### src/rtl/decred_spi_pkg.sv
// Shared types and frame geometry for the decred SPI host.
package decred_spi_pkg;

  typedef enum logic [2:0] {
    ST_IDLE,
    ST_SETUP,
    ST_SHIFT,
    ST_HOLD,
    ST_GAP
  } state_e;

  localparam int FRAME_W   = 16;
  localparam int ADDR_W    = 7;
  localparam int DATA_W    = 8;
  localparam int WRITE_BIT = 15;

  // Reads carry an all-zero data byte so the slave sees a clean frame.
  function automatic logic [FRAME_W-1:0] build_frame(input logic wr,
                                                     input logic [ADDR_W-1:0] addr,
                                                     input logic [DATA_W-1:0] wdata);
    return {wr, addr, (wr ? wdata : {DATA_W{1'b0}})};
  endfunction

endpackage

### src/rtl/decred_spi_sclk_gen.sv
// Half-period counter: times every FSM state and, while enabled, toggles SCLK.
// rise/fall mark the first cycle of each SCLK high/low half; done marks the last cycle of a count.
module decred_spi_sclk_gen #(
  parameter int CLK_DIV = 4
) (
  input  logic       clk,
  input  logic       rst,
  input  logic       reload,
  input  logic [7:0] load_val,
  input  logic       sclk_start,
  input  logic       sclk_en,
  output logic       sclk,
  output logic       rise,
  output logic       fall,
  output logic       done
);

  localparam logic [7:0] HALF_LAST = 8'(CLK_DIV - 1);

  logic [7:0] cnt_q, cnt_d;
  logic       sclk_q, sclk_d;

  always_comb begin
    cnt_d  = cnt_q;
    sclk_d = sclk_q;
    if (reload) begin
      cnt_d  = load_val;
      sclk_d = sclk_start;
    end else if (cnt_q != 8'd0) begin
      cnt_d = cnt_q - 8'd1;
    end else if (sclk_en) begin
      cnt_d  = HALF_LAST;
      sclk_d = ~sclk_q;
    end
  end

  always_ff @(posedge clk) begin
    if (rst) begin
      cnt_q  <= 8'd0;
      sclk_q <= 1'b0;
    end else begin
      cnt_q  <= cnt_d;
      sclk_q <= sclk_d;
    end
  end

  assign sclk = sclk_q;
  assign done = (cnt_q == 8'd0);
  assign rise = sclk_en && sclk_q && (cnt_q == HALF_LAST);
  assign fall = sclk_en && !sclk_q && (cnt_q == HALF_LAST);

endmodule

### src/rtl/decred_spi_host.sv
// Mode-0 SPI initiator: one 16-bit register frame per request, rsp_valid 34*CLK_DIV+1 cycles after accept.
// req_ready is low from accept through the CS gap; IRQ synchronizer built only with DECRED_SPI_IRQ_SYNC_EN.
module decred_spi_host
  import decred_spi_pkg::*;
#(
  parameter int CLK_DIV = 4,
  parameter int CS_GAP  = 2
) (
  input  logic       SPI_CLK,
  input  logic       RESET,
  input  logic       req_valid,
  output logic       req_ready,
  input  logic       req_write,
  input  logic [6:0] req_addr,
  input  logic [7:0] req_wdata,
  output logic       rsp_valid,
  output logic [7:0] rsp_rdata,
  output logic       busy,
  output logic       SCSN_toClient,
  output logic       SCLK_toClient,
  output logic       MOSI_toClient,
  input  logic       MISO_fromClient,
  input  logic       IRQ_OUT_fromClient,
  input  logic       irq_clear,
  output logic       irq_pending
);

  localparam logic [7:0] HALF_LOAD = 8'(CLK_DIV - 1);
  localparam logic [7:0] GAP_LOAD  = 8'(CS_GAP - 1);
  localparam logic [4:0] LAST_BIT  = 5'(FRAME_W - 1);

  state_e              state_q, state_d;
  logic [FRAME_W-1:0]  frame_q, frame_d;
  logic [DATA_W-1:0]   rx_q, rx_d;
  logic [DATA_W-1:0]   rdata_q, rdata_d;
  logic                rsp_valid_q, rsp_valid_d;
  logic [4:0]          bit_cnt_q, bit_cnt_d;

  logic       reload, sclk_start, sclk_en, sclk, rise, fall, hp_done;
  logic [7:0] load_val;
  logic       accept, last_period, mosi_adv, cs_active;

  assign req_ready   = (state_q == ST_IDLE) && !RESET;
  assign accept      = req_valid && req_ready;
  assign sclk_en     = (state_q == ST_SHIFT);
  assign last_period = (bit_cnt_q == LAST_BIT);
  // MOSI moves to the next bit within the falling cycle itself, ahead of the register shift.
  assign mosi_adv    = sclk_en && fall && !last_period;
  assign cs_active   = (state_q == ST_SETUP) || (state_q == ST_SHIFT) || (state_q == ST_HOLD);

  always_comb begin
    state_d = state_q;
    case (state_q)
      ST_IDLE:  if (accept) state_d = ST_SETUP;
      ST_SETUP: if (hp_done) state_d = ST_SHIFT;
      ST_SHIFT: if (hp_done && !sclk && last_period) state_d = ST_HOLD;
      ST_HOLD:  if (hp_done) state_d = ST_GAP;
      ST_GAP:   if (hp_done) state_d = ST_IDLE;
      default:  state_d = ST_IDLE;
    endcase
  end

  always_comb begin
    reload      = (state_d != state_q);
    sclk_start  = (state_d == ST_SHIFT);
    load_val    = 8'd0;
    case (state_d)
      ST_SETUP, ST_SHIFT, ST_HOLD: load_val = HALF_LOAD;
      ST_GAP:                      load_val = GAP_LOAD;
      default:                     load_val = 8'd0;
    endcase

    frame_d = frame_q;
    if (accept) begin
      frame_d = build_frame(req_write, req_addr, req_wdata);
    end else if (mosi_adv) begin
      frame_d = {frame_q[FRAME_W-2:0], 1'b0};
    end

    bit_cnt_d = bit_cnt_q;
    if (reload) begin
      bit_cnt_d = 5'd0;
    end else if (sclk_en && hp_done && !sclk) begin
      bit_cnt_d = bit_cnt_q + 5'd1;
    end

    // Only the last eight samples survive, which is exactly the data byte.
    rx_d = rx_q;
    if (sclk_en && rise) rx_d = {rx_q[DATA_W-2:0], MISO_fromClient};

    rsp_valid_d = (state_q == ST_HOLD) && hp_done;
    rdata_d     = rsp_valid_d ? rx_q : rdata_q;
  end

  always_ff @(posedge SPI_CLK) begin
    if (RESET) begin
      state_q     <= ST_IDLE;
      frame_q     <= '0;
      rx_q        <= '0;
      rdata_q     <= '0;
      rsp_valid_q <= 1'b0;
      bit_cnt_q   <= 5'd0;
    end else begin
      state_q     <= state_d;
      frame_q     <= frame_d;
      rx_q        <= rx_d;
      rdata_q     <= rdata_d;
      rsp_valid_q <= rsp_valid_d;
      bit_cnt_q   <= bit_cnt_d;
    end
  end

  decred_spi_sclk_gen #(
    .CLK_DIV(CLK_DIV)
  ) u_sclk_gen (
    .clk       (SPI_CLK),
    .rst       (RESET),
    .reload    (reload),
    .load_val  (load_val),
    .sclk_start(sclk_start),
    .sclk_en   (sclk_en),
    .sclk      (sclk),
    .rise      (rise),
    .fall      (fall),
    .done      (hp_done)
  );

  assign rsp_valid     = rsp_valid_q;
  assign rsp_rdata     = rdata_q;
  assign busy          = (state_q != ST_IDLE);
  assign SCSN_toClient = !cs_active;
  assign SCLK_toClient = sclk;
  assign MOSI_toClient = cs_active && (mosi_adv ? frame_q[WRITE_BIT-1] : frame_q[WRITE_BIT]);

`ifdef DECRED_SPI_IRQ_SYNC_EN
  // {previous, stage 2, stage 1}; a set edge beats a simultaneous clear.
  logic [2:0] irq_sync_q, irq_sync_d;
  logic       irq_pend_q, irq_pend_d;

  always_comb begin
    irq_sync_d = {irq_sync_q[1:0], IRQ_OUT_fromClient};
    irq_pend_d = irq_pend_q;
    if (irq_clear) irq_pend_d = 1'b0;
    if (irq_sync_q[1] && !irq_sync_q[2]) irq_pend_d = 1'b1;
  end

  always_ff @(posedge SPI_CLK) begin
    if (RESET) begin
      irq_sync_q <= 3'b000;
      irq_pend_q <= 1'b0;
    end else begin
      irq_sync_q <= irq_sync_d;
      irq_pend_q <= irq_pend_d;
    end
  end

  assign irq_pending = irq_pend_q;
`else
  logic unused_irq;
  assign unused_irq  = IRQ_OUT_fromClient ^ irq_clear;
  assign irq_pending = 1'b0;
`endif

endmodule

### config.mk
export PLATFORM = sky130hd
export DESIGN_NAME = decred_spi_host
export DESIGN_NICKNAME = d
export VERILOG_FILES = /design/src/rtl/decred_spi_pkg.sv /design/src/rtl/decred_spi_sclk_gen.sv /design/src/rtl/decred_spi_host.sv
export SDC_FILE = /design/constraint.sdc
export NUM_CORES = 1
export LEC_CHECK = 0
export CAP_MARGIN = 20
export CORE_MARGIN = 5
export CORE_UTILIZATION = 57
export DETAILED_ROUTE_END_ITERATION = 6
export GPL_ROUTABILITY_DRIVEN = 0
export PLACE_DENSITY = 0.82
export SLEW_MARGIN = 20
export SYNTH_ARGS = -nofsm -noshare
export SYNTH_HDL_FRONTEND = slang
export SYNTH_SLANG_ARGS = --single-unit
### constraint.sdc
create_clock -name SPI_CLK -period 3.3 [get_ports SPI_CLK]
set_input_delay 0.33 -clock SPI_CLK [delete_from_list [all_inputs] [get_ports SPI_CLK]]
set_output_delay 0.33 -clock SPI_CLK [all_outputs]
set_load 0.005 [all_outputs]
Routed metal per tile:
Scale: 4 px per um. 15 x 15 tiles, from dark purple (low) to yellow (high), scaled to the fullest tile. Values are wire area over tile area, all layers added.
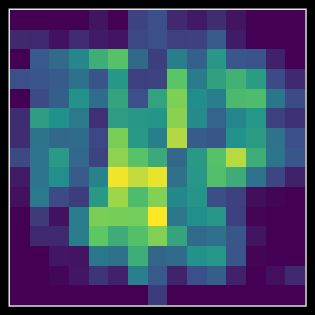
densest ninth of the die = middle
fullest tile = 0.45
nearly empty tiles = 20%
tiles over half the peak = 26%
mean over tiles = 0.14
wirelength, routed: 4620 um
Total GRT Usage: 17.61%
average detailed-routed wire length per instance: 13.67 um
count of vias placed by the detailed router: 1912

Cell placement:
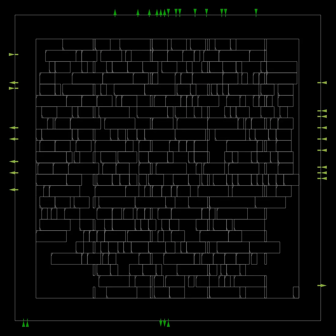
sequential fraction of total cell area: 36.04%
flop count: 50

==> flow.log <==
[report] extracting results
INFO  metric lay_top_cells = sky130_fd_sc_hd__dfxtp_1 (50), sky130_fd_sc_hd__nor2_1 (36), sky130_fd_sc_hd__nand2_1 (35), sky130_fd_sc_hd__clkdlybuf4s50_1 (33), sky130_fd_sc_hd__mux2i_1 (19)
INFO  metric warnings = 30
INFO  metric run_status = completed
INFO  metric core_area = 3971 um2
INFO  metric hold_path_end = frame_q[0]
INFO  metric hold_path_depth = 2
INFO  metric detail_route.vias_per_cell = 5.657
INFO  metric avgSynthCellArea = 8.956 um2
INFO  metric timing.final.ws_setup = 518.2 ps
INFO  metric synth-warning-count = 0
INFO  metric cts_max_level = 2
INFO  metric grt_overflow_total = 0
INFO  metric timing.fmax = 0.3595 GHz
INFO  metric final_hold_fails = 0
INFO  metric floorplan.die_area = 5446 um2
INFO  metric largest_net_degree_at_the_start_of_global_routing = 22
INFO  metric startpoint_type = flip-flop
INFO  metric cts_repair_resize_count = 0
INFO  metric floorplan.nets = 286
INFO  metric critical_path.max_fanout = 16
INFO  metric grt_setup_unrepaired = false
INFO  metric fillerInstances = roughly 300
INFO  metric hold_path_startpoint = frame_q[0]
INFO  metric drc = 0
INFO  metric synthDominantAreaCellType = sky130_fd_sc_hd__dfxtp_1
INFO  metric cts_made_buffers = 5
INFO  metric worst_pin_slew = 596.2 ps
INFO  metric list_of_cells_traversed_by_the_critical_path = ha_1 > nor3b_1 > nand4b_1 > buf_4 > mux2i_1 > nor2_1 > clkdlybuf4s50_1
INFO  metric num_io_pins = 37
INFO  metric cpPeakStageDelay = 510 ps
Signal wires by layer:
Scale: 4 px per um. Two of the layers only.
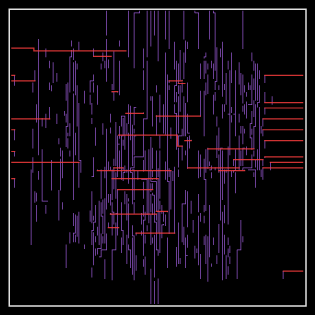
met3 -> red  # wire length 305 um
met2 -> purple  # wire length 2140 um

==> report_power, final <==
group / switching [uW] / internal, uW / total, uW / leakage [uW]
combinational: 339 / 288 / 627 / 0.000672
clock: 210 / 227 / 437 / 0.0000585
sequential: 96.1 / 677 / 773 / 0.000407
total: 645 / 1190 / 1840 / 0.00114
==> state kept, by name (all words and copies together), names as in the netlist <==
register and count:
rsp_rdata 8, bit_cnt_q 5, rx_q 8, state_q 3, u_sclk_gen.cnt_q 8, rsp_valid 1, frame_q 16, u_sclk_gen.sclk 1
==> kinds of logic after synthesis <==
family          Yosys count  share of synthesized area [%]
compound gates           46                          14.40
xor+xnor                  8                          3.021
fa+ha+maj                 5                          2.697
buf+inv                  24                          4.800
flops                    50                          43.15
mux                      19                          8.198
other cells               1                         0.1617
simple gates            106                          23.57
==> synth_stat cells (2+ instances only) <==
master                     instances
sky130_fd_sc_hd__a211o_1           2
sky130_fd_sc_hd__a211oi_1          2
sky130_fd_sc_hd__a21oi_1          16
sky130_fd_sc_hd__a311oi_1         14
sky130_fd_sc_hd__and3_1            2
sky130_fd_sc_hd__buf_2             5
sky130_fd_sc_hd__buf_4             2
sky130_fd_sc_hd__clkbuf_1          8
sky130_fd_sc_hd__dfxtp_1          50
sky130_fd_sc_hd__ha_1              5
sky130_fd_sc_hd__inv_1             7
sky130_fd_sc_hd__mux2i_1          19
sky130_fd_sc_hd__nand2_1          35
sky130_fd_sc_hd__nand3_1           8
sky130_fd_sc_hd__nand4_1           4
sky130_fd_sc_hd__nor2_1           36
sky130_fd_sc_hd__nor3_1            3
sky130_fd_sc_hd__o21ai_0           3
sky130_fd_sc_hd__or3_1             3
sky130_fd_sc_hd__xnor2_1           2
sky130_fd_sc_hd__xor2_1            6
==> per-layer routing <==
| layer | global-route usage [%] | up-vias | part of all wire, % |
|---|---|---|---|
| met3 | 3.283 | 7 | 6.6 |
| met5 | 0 | - | 0 |
| li1 | - | 971 | - |
| met2 | 29.13 | 55 | 46 |
| met1 | 22.10 | 879 | 45 |
| met4 | 7.847 | 0 | 1.6 |
==> final cells by class <==
| cell class | instances | area share, % |
|---|---|---|
| Sequential cell | 50 | 36.04 |
| Clock inverter | 3 | 1.577 |
| Tap cell | 50 | 2.252 |
| Timing Repair Buffer | 38 | 13.24 |
| Multi-Input combinational cell | 185 | 43.47 |
| Clock buffer | 5 | 2.477 |
| Inverter | 7 | 0.9459 |
==> critical path: cells and delay by family, from the launching register on <==
family                     cells  cell delay, ps
DFF                            1             440
buffers and inverters          2             720
adders and majority gates      1             180
muxes                          1             150
and+or+nand+nor                3             650
==> stage by stage <==
step                      hold slack [ps]  area (um2)
after global routing                507.7        2778
after detailed placement            460.1        2665
after CTS                           471.1        2778
final                               474.1        2778
after global placement              450.6        2665
after floorplan                     443.8        2320
Power and IR drop assume default switching activity.
